Figure 1. Metal 1 (run 1).
Supply wires on this layer in gray.
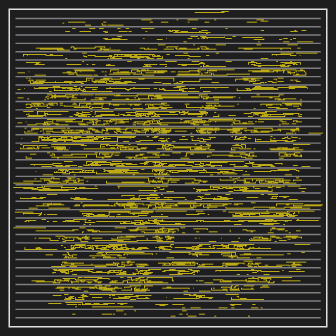
Figure 2. Routed metal, one color a layer (run 1).
Only two layers are drawn.
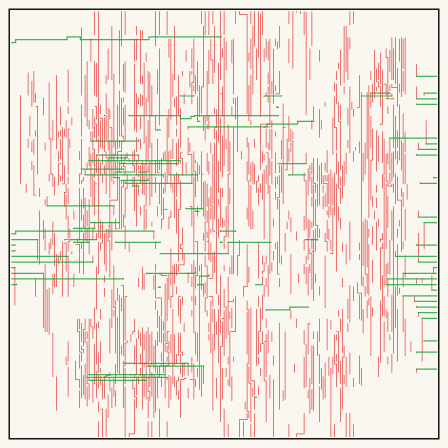
Figure 3. Met4 routing (run 1).
Supply wires on this layer in gray.
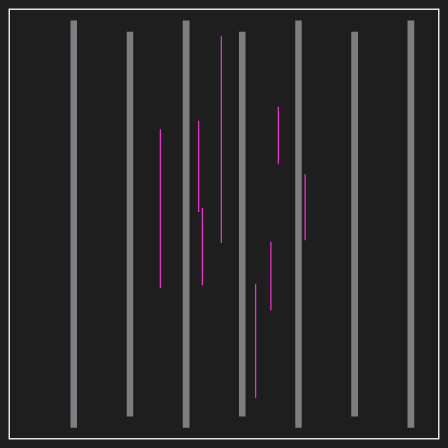
## src/rtl/generate_data_packet_stream.sv

```systemverilog
// rtl/generate_data_packet_stream.sv - framed test-packet source with valid/ready handshake
// Optional checksum word enabled by defining GENERATE_DATA_PACKET_CHECKSUM_EN.
module generate_data_packet_stream #(
    parameter int          DATA_WIDTH  = 32,
    parameter logic [31:0] HEADER_WORD = 32'hAAAAAAAA,
    parameter logic [31:0] FOOTER_WORD = 32'hF0F0F0F0,
    parameter int          LEN_WIDTH   = 8,
    parameter logic [31:0] CONST_WORD  = 32'h5A5A5A5A
) (
    input  logic                  CLK,
    input  logic                  RST,
    input  logic                  ENABLE,
    input  logic [LEN_WIDTH-1:0]  PAYLOAD_LEN,
    input  logic [LEN_WIDTH-1:0]  GAP_LEN,
    input  logic [1:0]            MODE,
    output logic [DATA_WIDTH-1:0] DATA_OUT,
    output logic                  DATA_VALID,
    input  logic                  DATA_READY,
    output logic                  SOP,
    output logic                  EOP,
    output logic [31:0]           PKT_COUNT
);

    localparam int H = DATA_WIDTH / 2;
    localparam logic [DATA_WIDTH-1:0] HDR_W   = DATA_WIDTH'(HEADER_WORD);
    localparam logic [DATA_WIDTH-1:0] FTR_W   = DATA_WIDTH'(FOOTER_WORD);
    localparam logic [DATA_WIDTH-1:0] CONST_W = DATA_WIDTH'(CONST_WORD);

    // State names the word currently presented on DATA_OUT.
    typedef enum logic [2:0] {
        S_IDLE,
        S_HEADER,
        S_PAYLOAD,
`ifdef GENERATE_DATA_PACKET_CHECKSUM_EN
        S_CHECKSUM,
`endif
        S_FOOTER,
        S_GAP
    } state_t;

    state_t                state_q, state_d;
    logic [DATA_WIDTH-1:0] data_q, data_d;
    logic                  valid_q, valid_d;
    logic                  sop_q, sop_d;
    logic                  eop_q, eop_d;
    logic [31:0]           pkt_q, pkt_d;
    logic [H-1:0]          ramp_q, ramp_d;
    logic [LEN_WIDTH-1:0]  cnt_q, cnt_d;
    logic [LEN_WIDTH-1:0]  len_q, len_d;
    logic [LEN_WIDTH-1:0]  gap_q, gap_d;
    logic [1:0]            mode_q, mode_d;
`ifdef GENERATE_DATA_PACKET_CHECKSUM_EN
    logic [DATA_WIDTH-1:0] acc_q, acc_d;
`endif

    logic                  accept;
    logic                  start;
    logic [H-1:0]          ramp_adv;

    // Payload word for a given ramp value; constant mode ignores the ramp.
    function automatic logic [DATA_WIDTH-1:0] payload_word(input logic [H-1:0] r,
                                                           input logic [1:0]   m);
        if (m == 2'd2) begin
            return CONST_W;
        end
        return {r + H'(1), r};
    endfunction

    // Next-state and next-output computation; outputs only move on an accepted word or packet start.
    always_comb begin
        state_d  = state_q;
        data_d   = data_q;
        valid_d  = valid_q;
        sop_d    = sop_q;
        eop_d    = eop_q;
        pkt_d    = pkt_q;
        ramp_d   = ramp_q;
        cnt_d    = cnt_q;
        len_d    = len_q;
        gap_d    = gap_q;
        mode_d   = mode_q;
`ifdef GENERATE_DATA_PACKET_CHECKSUM_EN
        acc_d    = acc_q;
`endif
        start    = 1'b0;
        ramp_adv = (mode_q == 2'd2) ? ramp_q : ramp_q + H'(2);
        accept   = valid_q & DATA_READY;

        case (state_q)
            S_IDLE: begin
                if (ENABLE) begin
                    start = 1'b1;
                end
            end
            S_HEADER: begin
                if (accept) begin
                    state_d = S_PAYLOAD;
                    sop_d   = 1'b0;
                    cnt_d   = '0;
                    data_d  = payload_word(ramp_q, mode_q);
                end
            end
            S_PAYLOAD: begin
                if (accept) begin
                    ramp_d = ramp_adv;
`ifdef GENERATE_DATA_PACKET_CHECKSUM_EN
                    acc_d  = acc_q ^ data_q;
`endif
                    if (cnt_q == len_q - LEN_WIDTH'(1)) begin
`ifdef GENERATE_DATA_PACKET_CHECKSUM_EN
                        state_d = S_CHECKSUM;
                        data_d  = acc_q ^ data_q;
`else
                        state_d = S_FOOTER;
                        data_d  = FTR_W;
                        eop_d   = 1'b1;
`endif
                    end else begin
                        cnt_d  = cnt_q + LEN_WIDTH'(1);
                        data_d = payload_word(ramp_adv, mode_q);
                    end
                end
            end
`ifdef GENERATE_DATA_PACKET_CHECKSUM_EN
            S_CHECKSUM: begin
                if (accept) begin
                    state_d = S_FOOTER;
                    data_d  = FTR_W;
                    eop_d   = 1'b1;
                end
            end
`endif
            S_FOOTER: begin
                if (accept) begin
                    pkt_d = pkt_q + 32'd1;
                    eop_d = 1'b0;
                    if (!ENABLE) begin
                        state_d = S_IDLE;
                        valid_d = 1'b0;
                    end else if (GAP_LEN == '0) begin
                        start = 1'b1;
                    end else begin
                        state_d = S_GAP;
                        valid_d = 1'b0;
                        gap_d   = GAP_LEN - LEN_WIDTH'(1);
                    end
                end
            end
            S_GAP: begin
                if (gap_q == '0) begin
                    if (ENABLE) begin
                        start = 1'b1;
                    end else begin
                        state_d = S_IDLE;
                    end
                end else begin
                    gap_d = gap_q - LEN_WIDTH'(1);
                end
            end
            default: begin
                state_d = S_IDLE;
                valid_d = 1'b0;
            end
        endcase

        // Packet start: present the header and capture this packet's length and mode.
        if (start) begin
            state_d = S_HEADER;
            valid_d = 1'b1;
            data_d  = HDR_W;
            sop_d   = 1'b1;
            eop_d   = 1'b0;
            len_d   = (PAYLOAD_LEN == '0) ? LEN_WIDTH'(1) : PAYLOAD_LEN;
            mode_d  = MODE;
            if (MODE == 2'd0 || MODE == 2'd3) begin
                ramp_d = '0;
            end
`ifdef GENERATE_DATA_PACKET_CHECKSUM_EN
            acc_d   = '0;
`endif
        end
    end

    // State and registered outputs; reset aborts any packet in flight.
    always_ff @(posedge CLK) begin
        if (RST) begin
            state_q <= S_IDLE;
            data_q  <= '0;
            valid_q <= 1'b0;
            sop_q   <= 1'b0;
            eop_q   <= 1'b0;
            pkt_q   <= '0;
            ramp_q  <= '0;
            cnt_q   <= '0;
            len_q   <= LEN_WIDTH'(1);
            gap_q   <= '0;
            mode_q  <= 2'd0;
`ifdef GENERATE_DATA_PACKET_CHECKSUM_EN
            acc_q   <= '0;
`endif
        end else begin
            state_q <= state_d;
            data_q  <= data_d;
            valid_q <= valid_d;
            sop_q   <= sop_d;
            eop_q   <= eop_d;
            pkt_q   <= pkt_d;
            ramp_q  <= ramp_d;
            cnt_q   <= cnt_d;
            len_q   <= len_d;
            gap_q   <= gap_d;
            mode_q  <= mode_d;
`ifdef GENERATE_DATA_PACKET_CHECKSUM_EN
            acc_q   <= acc_d;
`endif
        end
    end

    assign DATA_OUT   = data_q;
    assign DATA_VALID = valid_q;
    assign SOP        = sop_q;
    assign EOP        = eop_q;
    assign PKT_COUNT  = pkt_q;

endmodule

```

## config.mk

```make
export PLATFORM = sky130hd
export DESIGN_NAME = generate_data_packet_stream
export DESIGN_NICKNAME = d
export VERILOG_FILES = /design/src/rtl/generate_data_packet_stream.sv
export SDC_FILE = /design/constraint.sdc
export NUM_CORES = 1
export LEC_CHECK = 0
export CAP_MARGIN = 20
export CORE_MARGIN = 1.5
export CORE_UTILIZATION = 54
export DETAILED_ROUTE_END_ITERATION = 10
export PLACE_DENSITY_LB_ADDON = 0.2
export SYNTH_ARGS = -nofsm -noshare
export SYNTH_HDL_FRONTEND = slang
export SYNTH_SLANG_ARGS = --single-unit
```

## constraint.sdc

```tcl
create_clock -name CLK -period 3.41 [get_ports CLK]
set_input_delay 0.5115 -clock CLK [delete_from_list [all_inputs] [get_ports CLK]]
set_output_delay 0.5115 -clock CLK [all_outputs]
set_load 0.005 [all_outputs]
```

==> results.cfg, run 1 <==
; implementation run metrics
[synthesis]
yosys-stat-cells = 646
netlist_area_um2 = 5440
synthTopCellsByArea = dfxtp_1, nor2_1, xor2_1, xnor2_1, nand2_1
muxShareOfSynthArea = 0.0260
synth.most_common_cell = dfxtp_1
top_area_frac = 0.405

[cts]
clk_pin_slew_ps = 100
numCtsBuffers = 9

[detailed_routing]
wl_mm = 12.7
wl_met2_mm = 6.25
wl_met1_mm = 5.50

[place]
portBuffers = 88
dp_hpwl_mm = 9.30

[global_routing]
antenna_found_initial = 0
grt_max_degree = 41
grt_pass1_wl_mm = 20.9
grt_use_met1 = 0.313
grt.overflow.total = 0

[sta]
worst_slack_ps = 475
finalClockSkew_ps = 10.1
relSlewSlack = 0.259

[setup_path]
cp-start-kind = flip-flop
crit_cells = 8
critPathSlowestCell = a221o_1

[run]
cap_viol_max_count = 0

[outcome]
status = finished, final reports clean

[final_layout]
sh_comb_area = 0.463
nFillCells = 853
final_cells = 852

[min_path]
holdCritPathClass = reg -> reg
min_path_cells = 2

[power_and_ir_drop]
power.internal_mw = 1.71

[floorplanning]
tap_cells = 133
About Figure 1:
nets with wire on the layer: 674
wire length on this layer: 5500 µm
main direction: horizontal
share of all routed wire: 43%

About Figure 2:
| color | layer | wire length |
|---|---|---|
| red | M2 | 6250 µm |
| green | M3 | 735 µm |

About Figure 3:
main direction: vertical
nets with wire on the layer: 6
share of all routed wire: 1.6%
longest straight run: 49.6 µm

==> run 2: changes to the inputs <==
Settings changed: MAX_ROUTING_LAYER set to met4, PLACE_DENSITY_LB_ADDON 0.2 to 0.3, SKIP_CTS_REPAIR_TIMING set to 1.
Figure 4. Layout detail (run 2).
Scale bar: 10 µm. Region (37, 37) to (67, 67) µm. Cells in gray, sequential cells in the stronger gray; small squares are vias.
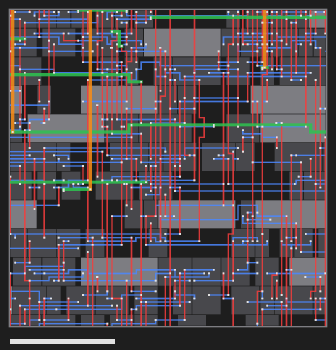
| color | layer |
|---|---|
| red | M2 |
| orange | M4 |
| blue | M1 |
| green | M3 |
most frequent: nand2_1 (9), dfxtp_1 (8), a21oi_1 (8)
netlist names of flops here include: cnt_q (4)
sequential cells in the window: 8
cells with their middle in the window: 88

==> results.cfg, run 2 <==
; implementation run metrics
[outcome]
status = finished, final reports clean

[setup_path]
cp-start-kind = flip-flop
critPathSlowestCell = and4_1
crit_cells = 8

[sta]
finalClockSkew_ps = 12.4
worst_slack_ps = 446

[global_routing]
grt.overflow.total = 0
antenna_found_initial = 0
grt_use_met1 = 0.303

[final_layout]
nFillCells = 841
final_cells = 853

[synthesis]
synth.most_common_cell = dfxtp_1
yosys-stat-cells = 646
top_area_frac = 0.405
muxShareOfSynthArea = 0.0260
synthTopCellsByArea = dfxtp_1, nor2_1, xor2_1, xnor2_1, nand2_1

[cts]
clk_pin_slew_ps = 100
numCtsBuffers = 9

[power_and_ir_drop]
power.internal_mw = 1.75

[place]
portBuffers = 88
dp_hpwl_mm = 9.31

[detailed_routing]
wl_met2_mm = 6.32
wl_mm = 12.7

[min_path]
holdCritPathClass = reg -> reg
min_path_cells = 2

[run]
cap_viol_max_count = 0
Figure 5. Routed metal, one color a layer (run 2).
Only two layers are drawn.
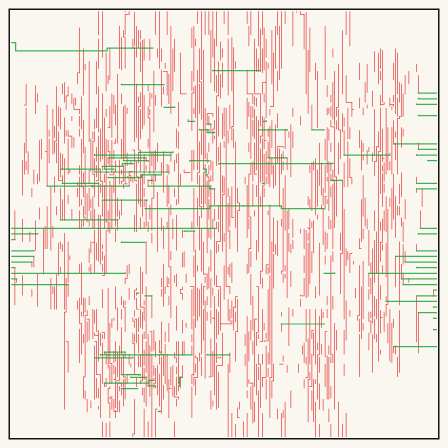

==> run 3: changes to the inputs <==
Settings changed: CORE_ASPECT_RATIO set to 0.7, PLACE_DENSITY set to 0.79, PLACE_DENSITY_LB_ADDON 0.3 to not set.
Figure 6. Routed metal, one color a layer (run 3).
Only two layers are drawn.
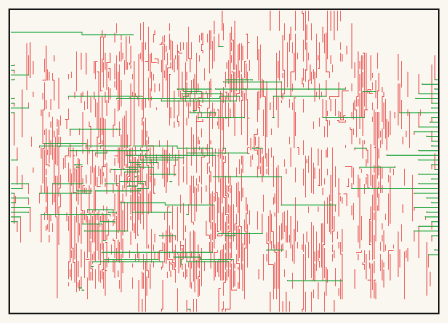
| color | layer | wire length |
|---|---|---|
| green | M3 | 1010 µm |
| red | M2 | 6110 µm |

==> results.cfg, run 3 <==
; implementation run metrics
[detailed_routing]
wl_met1_mm = 6.23
wl_mm = 13.6
wl_met2_mm = 6.11

[final_layout]
final_cells = 846
nFillCells = 839
sh_comb_area = 0.456

[synthesis]
muxShareOfSynthArea = 0.0260
synth.most_common_cell = dfxtp_1
netlist_area_um2 = 5440
top_area_frac = 0.405

[run]
cap_viol_max_count = 0

[global_routing]
grt.overflow.total = 0
grt_use_met1 = 0.357
grt_max_degree = 51
antenna_found_initial = 0

[min_path]
min_path_cells = 1
holdCritPathClass = reg -> reg

[sta]
finalClockSkew_ps = 12.2
worst_slack_ps = 492

[setup_path]
cp-start-kind = flip-flop
crit_cells = 8
critPathSlowestCell = and4_1

[place]
portBuffers = 88

[cts]
numCtsBuffers = 9
clk_pin_slew_ps = 70

[outcome]
status = finished, final reports clean
